run_1/floorplan.png
The bar under the picture is 20 µm long. Pins as bars on the die edge.
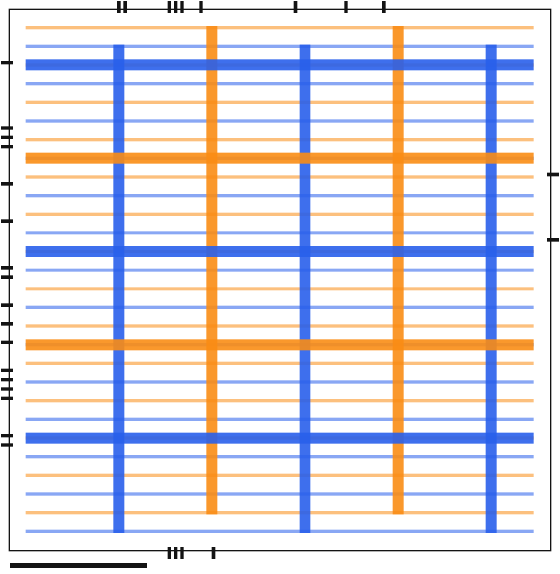
run_1/class_map.png
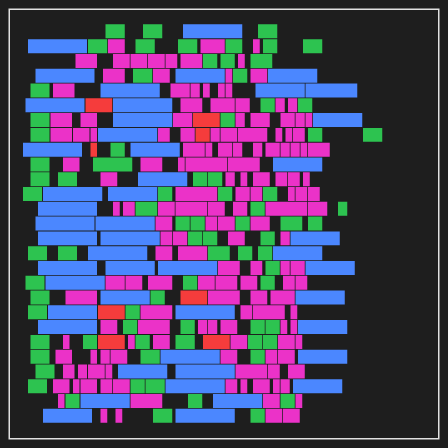
run_1/clock_wires.png
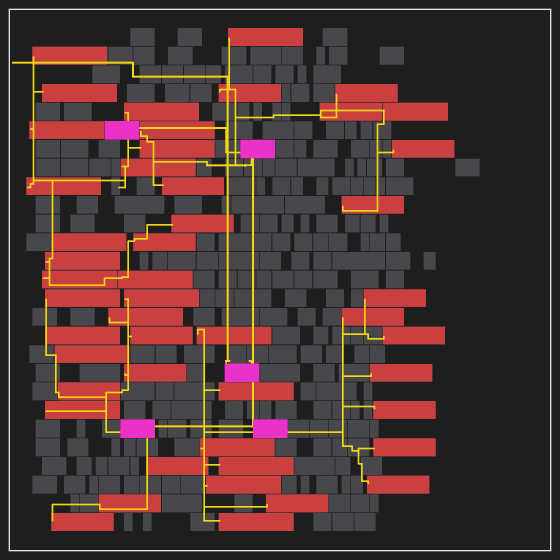
--- config.mk ---
export PLATFORM = sky130hd
export DESIGN_NAME = uart_tx_framer
export DESIGN_NICKNAME = d
export VERILOG_FILES = /design/src/rtl/uart_pkg.sv /design/src/rtl/uart_tx_bit_timer.sv /design/src/rtl/uart_tx_framer.sv
export SDC_FILE = /design/constraint.sdc
export NUM_CORES = 1
export LEC_CHECK = 0
export CORE_MARGIN = 2
export CORE_UTILIZATION = 44
export DETAILED_ROUTE_END_ITERATION = 10
export PLACE_DENSITY = 0.77
export SETUP_SLACK_MARGIN = 0.05
export SKIP_LAST_GASP = 1
export SLEW_MARGIN = 20
export SYNTH_ARGS = -nofsm -noshare
export SYNTH_HDL_FRONTEND = slang
export SYNTH_SLANG_ARGS = --single-unit
--- constraint.sdc ---
create_clock -name clk -period 2.18 [get_ports clk]
set_input_delay 0.545 -clock clk [delete_from_list [all_inputs] [get_ports clk]]
set_output_delay 0.545 -clock clk [all_outputs]
set_load 0.01 [all_outputs]
--- src/rtl/uart_pkg.sv ---
// Shared types, constants and helpers for the UART transmit path.
package uart_pkg;

    typedef enum logic [2:0] {IDLE, START, DATA, PARITY, STOP} tx_state_t;

    localparam int   DEFAULT_DATA_BITS = 8;
    localparam int   MAX_DATA_BITS     = 9;
    localparam logic IDLE_LEVEL        = 1'b1;

    // Zero-extended data does not change the XOR, so one width serves every DATA_BITS.
    function automatic logic parity_of(input logic [MAX_DATA_BITS-1:0] data, input logic odd);
        return (^data) ^ odd;
    endfunction

endpackage

--- src/rtl/uart_tx_bit_timer.sv ---
// Free-running 1..period counter; bit_end marks the last count of each period.
module uart_tx_bit_timer #(
    parameter int NUM_BAUD_BITS = 14
) (
    input  logic                     clk,
    input  logic                     n_rst,
    input  logic                     clear,
    input  logic                     enable,
    input  logic [NUM_BAUD_BITS-1:0] period,
    output logic                     bit_end
);

    logic [NUM_BAUD_BITS-1:0] count;

    assign bit_end = enable && (count == period);

    // Clear and wrap both load 1 so consecutive periods have no dead cycle.
    always_ff @(posedge clk or negedge n_rst) begin
        if (!n_rst) begin
            count <= '0;
        end else if (clear || bit_end) begin
            count <= NUM_BAUD_BITS'(1);
        end else if (enable) begin
            count <= count + 1'b1;
        end
    end

endmodule

--- src/rtl/uart_tx_framer.sv ---
// UART transmitter: one byte per valid/ready handshake, framed as start/data/parity/stop.
module uart_tx_framer
    import uart_pkg::*;
#(
    parameter int NUM_BAUD_BITS = 14,
    parameter int DATA_BITS     = DEFAULT_DATA_BITS
) (
    input  logic                     clk,
    input  logic                     n_rst,
    input  logic [NUM_BAUD_BITS-1:0] baud_div,
    input  logic                     parity_en,
    input  logic                     parity_odd,
    input  logic                     two_stop,
    input  logic [DATA_BITS-1:0]     tx_data,
    input  logic                     tx_valid,
    output logic                     tx_ready,
    output logic                     serial_out,
    output logic                     tx_busy,
    output logic                     tx_done
);

    localparam logic [3:0] IDX_PERIOD = 4'(DATA_BITS);

    tx_state_t                state, state_nx;
    logic [DATA_BITS-1:0]     shreg;
    logic [NUM_BAUD_BITS-1:0] baud_q, period;
    logic                     parity_en_q, parity_bit_q, two_stop_q;
    logic                     stop_second, stop_second_nx;
    logic                     serial_nx;
    logic                     take, in_idle, in_data_step;
    logic                     bit_end, idx_end;

    assign in_idle      = (state == IDLE);
    assign tx_ready     = in_idle;
    assign tx_busy      = !in_idle;
    assign take         = tx_valid && tx_ready;
    assign in_data_step = (state == DATA) && bit_end;
    assign period       = (baud_q == '0) ? NUM_BAUD_BITS'(1) : baud_q;

    uart_tx_bit_timer #(.NUM_BAUD_BITS(NUM_BAUD_BITS)) u_bit_timer (
        .clk     (clk),
        .n_rst   (n_rst),
        .clear   (in_idle),
        .enable  (tx_busy),
        .period  (period),
        .bit_end (bit_end)
    );

    // Same counter, stepped once per data bit: idx_end flags the last data bit.
    uart_tx_bit_timer #(.NUM_BAUD_BITS(4)) u_bit_index (
        .clk     (clk),
        .n_rst   (n_rst),
        .clear   (in_idle),
        .enable  (in_data_step),
        .period  (IDX_PERIOD),
        .bit_end (idx_end)
    );

    always_comb begin
        state_nx       = state;
        serial_nx      = serial_out;
        stop_second_nx = stop_second;
        tx_done        = 1'b0;
        case (state)
            IDLE: begin
                stop_second_nx = 1'b0;
                if (take) begin
                    state_nx  = START;
                    serial_nx = 1'b0;
                end
            end
            START: if (bit_end) begin
                state_nx  = DATA;
                serial_nx = shreg[0];
            end
            // shreg shifts on this same edge, so the next bit is shreg[1] now.
            DATA: if (bit_end) begin
                if (!idx_end) begin
                    serial_nx = shreg[1];
                end else if (parity_en_q) begin
                    state_nx  = PARITY;
                    serial_nx = parity_bit_q;
                end else begin
                    state_nx  = STOP;
                    serial_nx = IDLE_LEVEL;
                end
            end
            PARITY: if (bit_end) begin
                state_nx  = STOP;
                serial_nx = IDLE_LEVEL;
            end
            STOP: if (bit_end) begin
                if (two_stop_q && !stop_second) begin
                    stop_second_nx = 1'b1;
                end else begin
                    state_nx = IDLE;
                    tx_done  = 1'b1;
                end
            end
            default: state_nx = IDLE;
        endcase
    end

    always_ff @(posedge clk or negedge n_rst) begin
        if (!n_rst) begin
            state       <= IDLE;
            serial_out  <= IDLE_LEVEL;
            stop_second <= 1'b0;
        end else begin
            state       <= state_nx;
            serial_out  <= serial_nx;
            stop_second <= stop_second_nx;
        end
    end

    // Frame configuration is captured once per handshake and frozen for the frame.
    always_ff @(posedge clk) begin
        if (take) begin
            shreg        <= tx_data;
            baud_q       <= baud_div;
            parity_en_q  <= parity_en;
            two_stop_q   <= two_stop;
            parity_bit_q <= parity_of(MAX_DATA_BITS'(tx_data), parity_odd);
        end else if (in_data_step) begin
            shreg <= shreg >> 1;
        end
    end

endmodule

==> flow_metrics.env, run 1 <==
# implementation run metrics
export IMPL_worstPathRequired_ns=1.63
export IMPL_outcome="finished, violations left"
export IMPL_p_sw_share_pct=20.6
export IMPL_finalPower_mw=1.60
export IMPL_cp_top_family="simple AND/OR/NAND/NOR gates"
export IMPL_synthCells=206
export IMPL_instances_no_fill=362
export IMPL_final_setup_worst_slack_ns=-0.245
export IMPL_setup_viol=11
export IMPL_place_gp_congestion=0.819
export IMPL_crit_path_end_kind="output port"
export IMPL_diodes=0
export IMPL_worstSetupPathType="register to output port"
export IMPL_cts_buffer_depth=2
export IMPL_power_density_nw_per_um2=466
export IMPL_syn_num_nets=237
export IMPL_port_buffers=31
export IMPL_violations="setup timing"
export IMPL_pwr_share_comb_pct=5.7
export IMPL_synth_area_um2=2460
export IMPL_r2r_slack_ns=-0.05
export IMPL_seq_power_share_pct=59.5
export IMPL_drt_iter0_markers=118
export IMPL_vias_per_cell=5.41
export IMPL_post_synth_num_cell_types=47
export IMPL_p_int_mw=1.27
export IMPL_period_minus_slack_ns=2.42
export IMPL_synth_edff_count=25
## Picture notes: floorplan.png
[VDD] orange
[VSS] blue
rows: 27
signal pins: 32
Core ar.: 5440 µm²
Die X: 78.7 µm

## Picture notes: class_map.png
[remaining buffers and delay cells] green | cells: 79 | share of their area: 21%
[clock drivers and dummy loads] red | cells: 8 | share of their area: 2.8%
[remaining logic cells] magenta | cells: 155 | share of their area: 37%
[registers] blue | cells: 48 | share of their area: 40%
Rows: 27
final core occ: 63.3%
flop share of the area: 38.6%

## Picture notes: clock_wires.png
[flip-flops] red | count: 48
[clock wires] yellow | length: 576 µm
[clock-net drivers] magenta | count: 5
routed clock nets: 6
P_clk: 0.557 mW
clock share of power: 34.7%
Clk Latency, worst-skew pair: 0.31 ns
Max Clock Skew: 0.00959 ns

[run 1: through the flow]
step           TNS, ns  instance area, µm²
6_report        -0.660                3440
3_3_place_gp    -0.361                3190
2_1_floorplan        0                2470
3_5_place_dp    -0.566                3190
4_1_cts          -1.72                3370
5_1_grt          -1.59                3440
[run 1: final timing paths]
path                                        end   startpoint  cells past startpoint
max in group asynchronous            serial_out        n_rst                      2
min in group asynchronous  u_bit_timer.count[5]        n_rst                      2
min                                 stop_second  stop_second                      1
max reg2reg                            shreg[2]    baud_q[2]                      6
min reg2reg                         stop_second  stop_second                      1
max                                     tx_done    baud_q[1]                      7
[run 1: cells by family (layout without fill, tap and decap cells)]
| kind of cell | after synthesis | count (layout) | synth area share (%) |
|---|---|---|---|
| buffers and inverters | 9 | 93 | 1.37 |
| multiplexers | 10 | 10 | 4.63 |
| XOR/XNOR | 34 | 34 | 12.1 |
| AND/OR/NAND/NOR | 77 | 77 | 18.3 |
| AND-OR/OR-AND | 25 | 25 | 7.99 |
| flip-flops | 48 | 48 | 54.0 |
| adder cells (fa/ha/maj) | 3 | 3 | 1.53 |
[run 1: cells in the mapped netlist (2+ instances only)]
cell type,instances,area share [%]
mux2_2,7,3.2
mux2i_1,2,0.81
a21boi_0,2,0.61
edfxtp_1,25,31
xnor2_1,20,7.1
o21ai_0,4,0.81
nor2_1,15,2.3
nor2b_1,3,0.76
nor3_1,4,0.81
nand3_1,11,2.2
a21oi_1,4,0.81
nand4_1,6,1.5
and3_1,3,0.76
nor4_1,4,1.0
xor2_1,14,5.0
and4_1,7,2.5
inv_1,6,0.92
clkbuf_1,3,0.46
nand2_1,14,2.1
o211ai_1,2,0.61
ha_1,3,1.5
dfrtp_1,22,22
[run 1: layout make-up]
class	count	area [µm²]
Clock buffer	7	86.3
Clock inverter	1	7.51
Fill cell	398	2000
Inverter	6	22.5
Multi-Input combinational cell	149	1220
Sequential cell	48	1330
Tap cell	72	90.1
Timing Repair Buffer	79	692
[run 1: what timing repair did]
item	4_1_cts	5_1_grt
gates cloned	0	1
setup endpoints to repair	13	26
buffers inserted	5	1
resized	15	15
pin swaps	10	10
[run 1: power by group through the flow]
stage	logic (mW)	registers, mW	clock network, mW
after CTS	0.0933	0.954	0.558
after floorplan	0.0256	0.974	0
after global routing	0.101	0.954	0.588
after detailed placement	0.0929	0.973	0
final	0.0921	0.954	0.557
after global placement	0.0915	0.973	0
[run 1: state kept, by name, indices dropped and copies added (netlist names)]
name / flops
state: 3
parity_bit_q: 1
parity_en_q: 1
shreg: 8
serial_out: 1
u_bit_timer.count: 14
u_bit_index.count: 4
baud_q: 14
stop_second: 1
two_stop_q: 1
[run 1: metal layers]
metal  vias to the layer above  part of all wire [%]  global-route usage [%]
met3                        13                   4.0                    3.98
met5                         -                     0                       0
met4                         0                   3.0                    10.2
met1                       956                    42                    23.1
li1                        930                     -                       -
met2                        59                    51                    32.2
==> run 2: changes to the inputs <==
Settings changed: CAP_MARGIN set to 20.
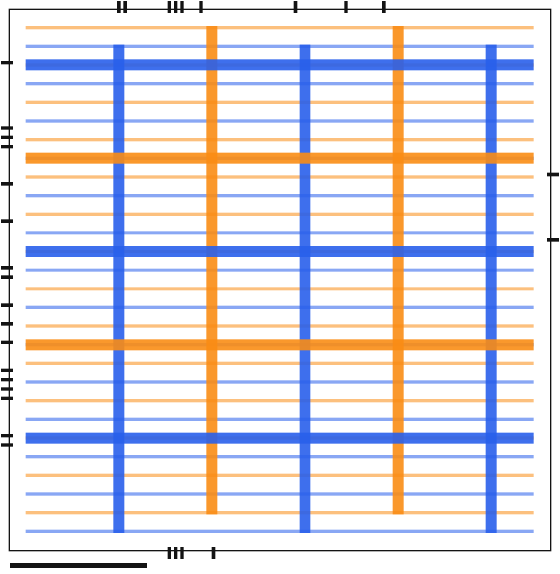
run_2/floorplan.png
The bar under the picture is 20 µm long. Pins as bars on the die edge.
[VDD] orange
[VSS] blue
met1 rails: 28
rows: 27
signal pins: 32
met5 straps: 5
die height: 78.7 µm
Max rail drop VDD: 554 µV

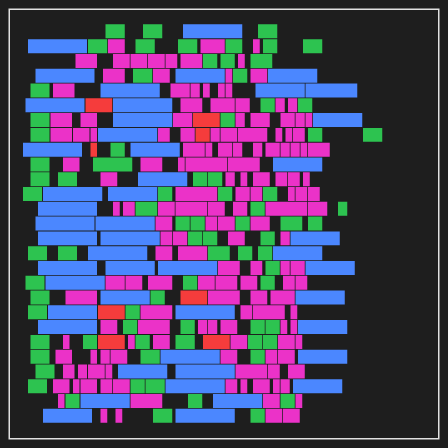
run_2/class_map.png
[remaining buffers and delay cells] green | cells: 79 | share of their area: 21%
[remaining logic cells] magenta | cells: 155 | share of their area: 37%
[registers] blue | cells: 48 | share of their area: 40%
[clock drivers and dummy loads] red | cells: 8 | share of their area: 2.8%
final instance area: 3440 µm²

==> run 2 against run 1 <==
The run still ends with setup timing left. Clock power hardly changed. Setup slack stayed put. Via count stayed put. Routed wire length stayed put. Area after synthesis stayed put. Critical path depth stayed put.
==> flow_metrics.env, run 2 <==
# implementation run metrics
export IMPL_r2r_start="baud_q[2]"
export IMPL_place_gp_congestion=0.819
export IMPL_top_regs="baud_q (14), u_bit_timer.count (14), shreg (8)"
export IMPL_top_cells_by_area="edfxtp_1, dfrtp_1, xnor2_1"
export IMPL_period_minus_slack_ns=2.42
export IMPL_power_density_nw_per_um2=466
export IMPL_final_setup_worst_slack_ns=-0.245
export IMPL_comb_area_um2=1220
export IMPL_outcome="finished, violations left"
export IMPL_xor_share_pct=12.1
export IMPL_ys_top_cells_by_count="edfxtp_1, dfrtp_1, xnor2_1"
export IMPL_worstSetupPathType="register to output port"
export IMPL_skew_ns=0.00959
export IMPL_port_buffers=31
export IMPL_yosys_area_share_aoi_pct=7.99
export IMPL_rows=27
export IMPL_violations="setup timing"
export IMPL_setup_viol=11
export IMPL_diodes=0
export IMPL_min_to="stop_second"
export IMPL_ys_sh_adder_pct=1.53
export IMPL_ff2ff_path_depth=6
export IMPL_synth_area_mux_share_pct=4.63
export IMPL_yosys_area_top_type="edfxtp_1"
export IMPL_cts_buffer_depth=2
export IMPL_synth_simple_area_share_pct=18.3
export IMPL_top_area_share_pct=30.5
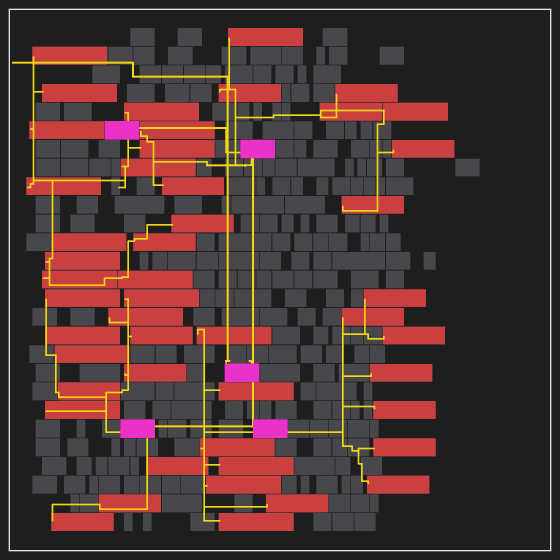
run_2/clock_wires.png
[clock wires] yellow | length: 576 µm
[clock-net drivers] magenta | count: 5
[flip-flops] red | count: 48
routed clock nets: 6

==> run 2: cell counts after synthesis <==
Identical to the previous run, type by type.
==> run 2: how the worst max path moves through the flow <==
| stage | from | to | slack [ns] | cells past startpoint |
|---|---|---|---|---|
| floorplan | baud_q[11] | tx_done | 0.02 | 5 |
| global placement | baud_q[11] | tx_done | -0.35 | 7 |
| detailed placement | baud_q[2] | tx_done | -0.40 | 7 |
| CTS | baud_q[1] | tx_done | -0.22 | 7 |
| global route | baud_q[1] | tx_done | -0.35 | 7 |
| finish | baud_q[1] | tx_done | -0.24 | 7 |
==> run 2: cell families after synthesis <==
kind of cell             after synthesis
multiplexers                          10
adder cells (fa/ha/maj)                3
flip-flops                            48
XOR/XNOR                              34
buffers and inverters                  9
AND/OR/NAND/NOR                       77
AND-OR/OR-AND                         25
==> run 2: stage by stage <==
step | setup TNS (ns) | cell area (µm²) | worst slack [ns] | total power [mW] | cells
global placement | -0.361 | 3190 | -0.353 | 1.06 | 348
detailed placement | -0.566 | 3190 | -0.400 | 1.07 | 348
CTS | -1.72 | 3370 | -0.223 | 1.61 | 361
floorplan | 0 | 2470 | 0.0212 | 0.999 | 206
global route | -1.59 | 3440 | -0.348 | 1.64 | 362
finish | -0.660 | 3440 | -0.245 | 1.60 | 362
==> run 2: layout make-up <==
| type | count | share of cell area, % |
|---|---|---|
| Clock inverter | 1 | 0.218 |
| Multi-Input combinational cell | 149 | 35.3 |
| Inverter | 6 | 0.654 |
| Sequential cell | 48 | 38.6 |
| Clock buffer | 7 | 2.51 |
| Tap cell | 72 | 2.62 |
| Timing Repair Buffer | 79 | 20.1 |
==> run 2: repair_timing <==
item,4_1_cts,5_1_grt
resized,15,15
endpoints found under the setup margin,13,26
pin swaps,10,10
gates cloned,0,1
setup buffers,5,1
==> run 2: power breakdown <==
group | internal [mW] | switching [mW]
registers | 0.954 | 0
clock network | 0.258 | 0.299
logic | 0.0612 | 0.0309
total | 1.27 | 0.329
==> run 2: worst max-delay path, stage by stage, from the launching register on <==
cell and delay [ns]:
edfxtp_1 0.42, buf_4 0.16, xnor2_2 0.18, and4_1 0.21, and4_1 0.24, nand3_2 0.11
nor3_2 0.10, buf_2 0.15
==> run 2: per-layer routing <==
metal	GRT usage, %	up-vias	share of wire, %
li1	-	930	-
met1	23.1	956	42
met2	32.2	59	51
met3	3.98	13	4.0
met4	10.2	0	3.0
met5	0	-	0
Power and IR drop assume default switching activity.
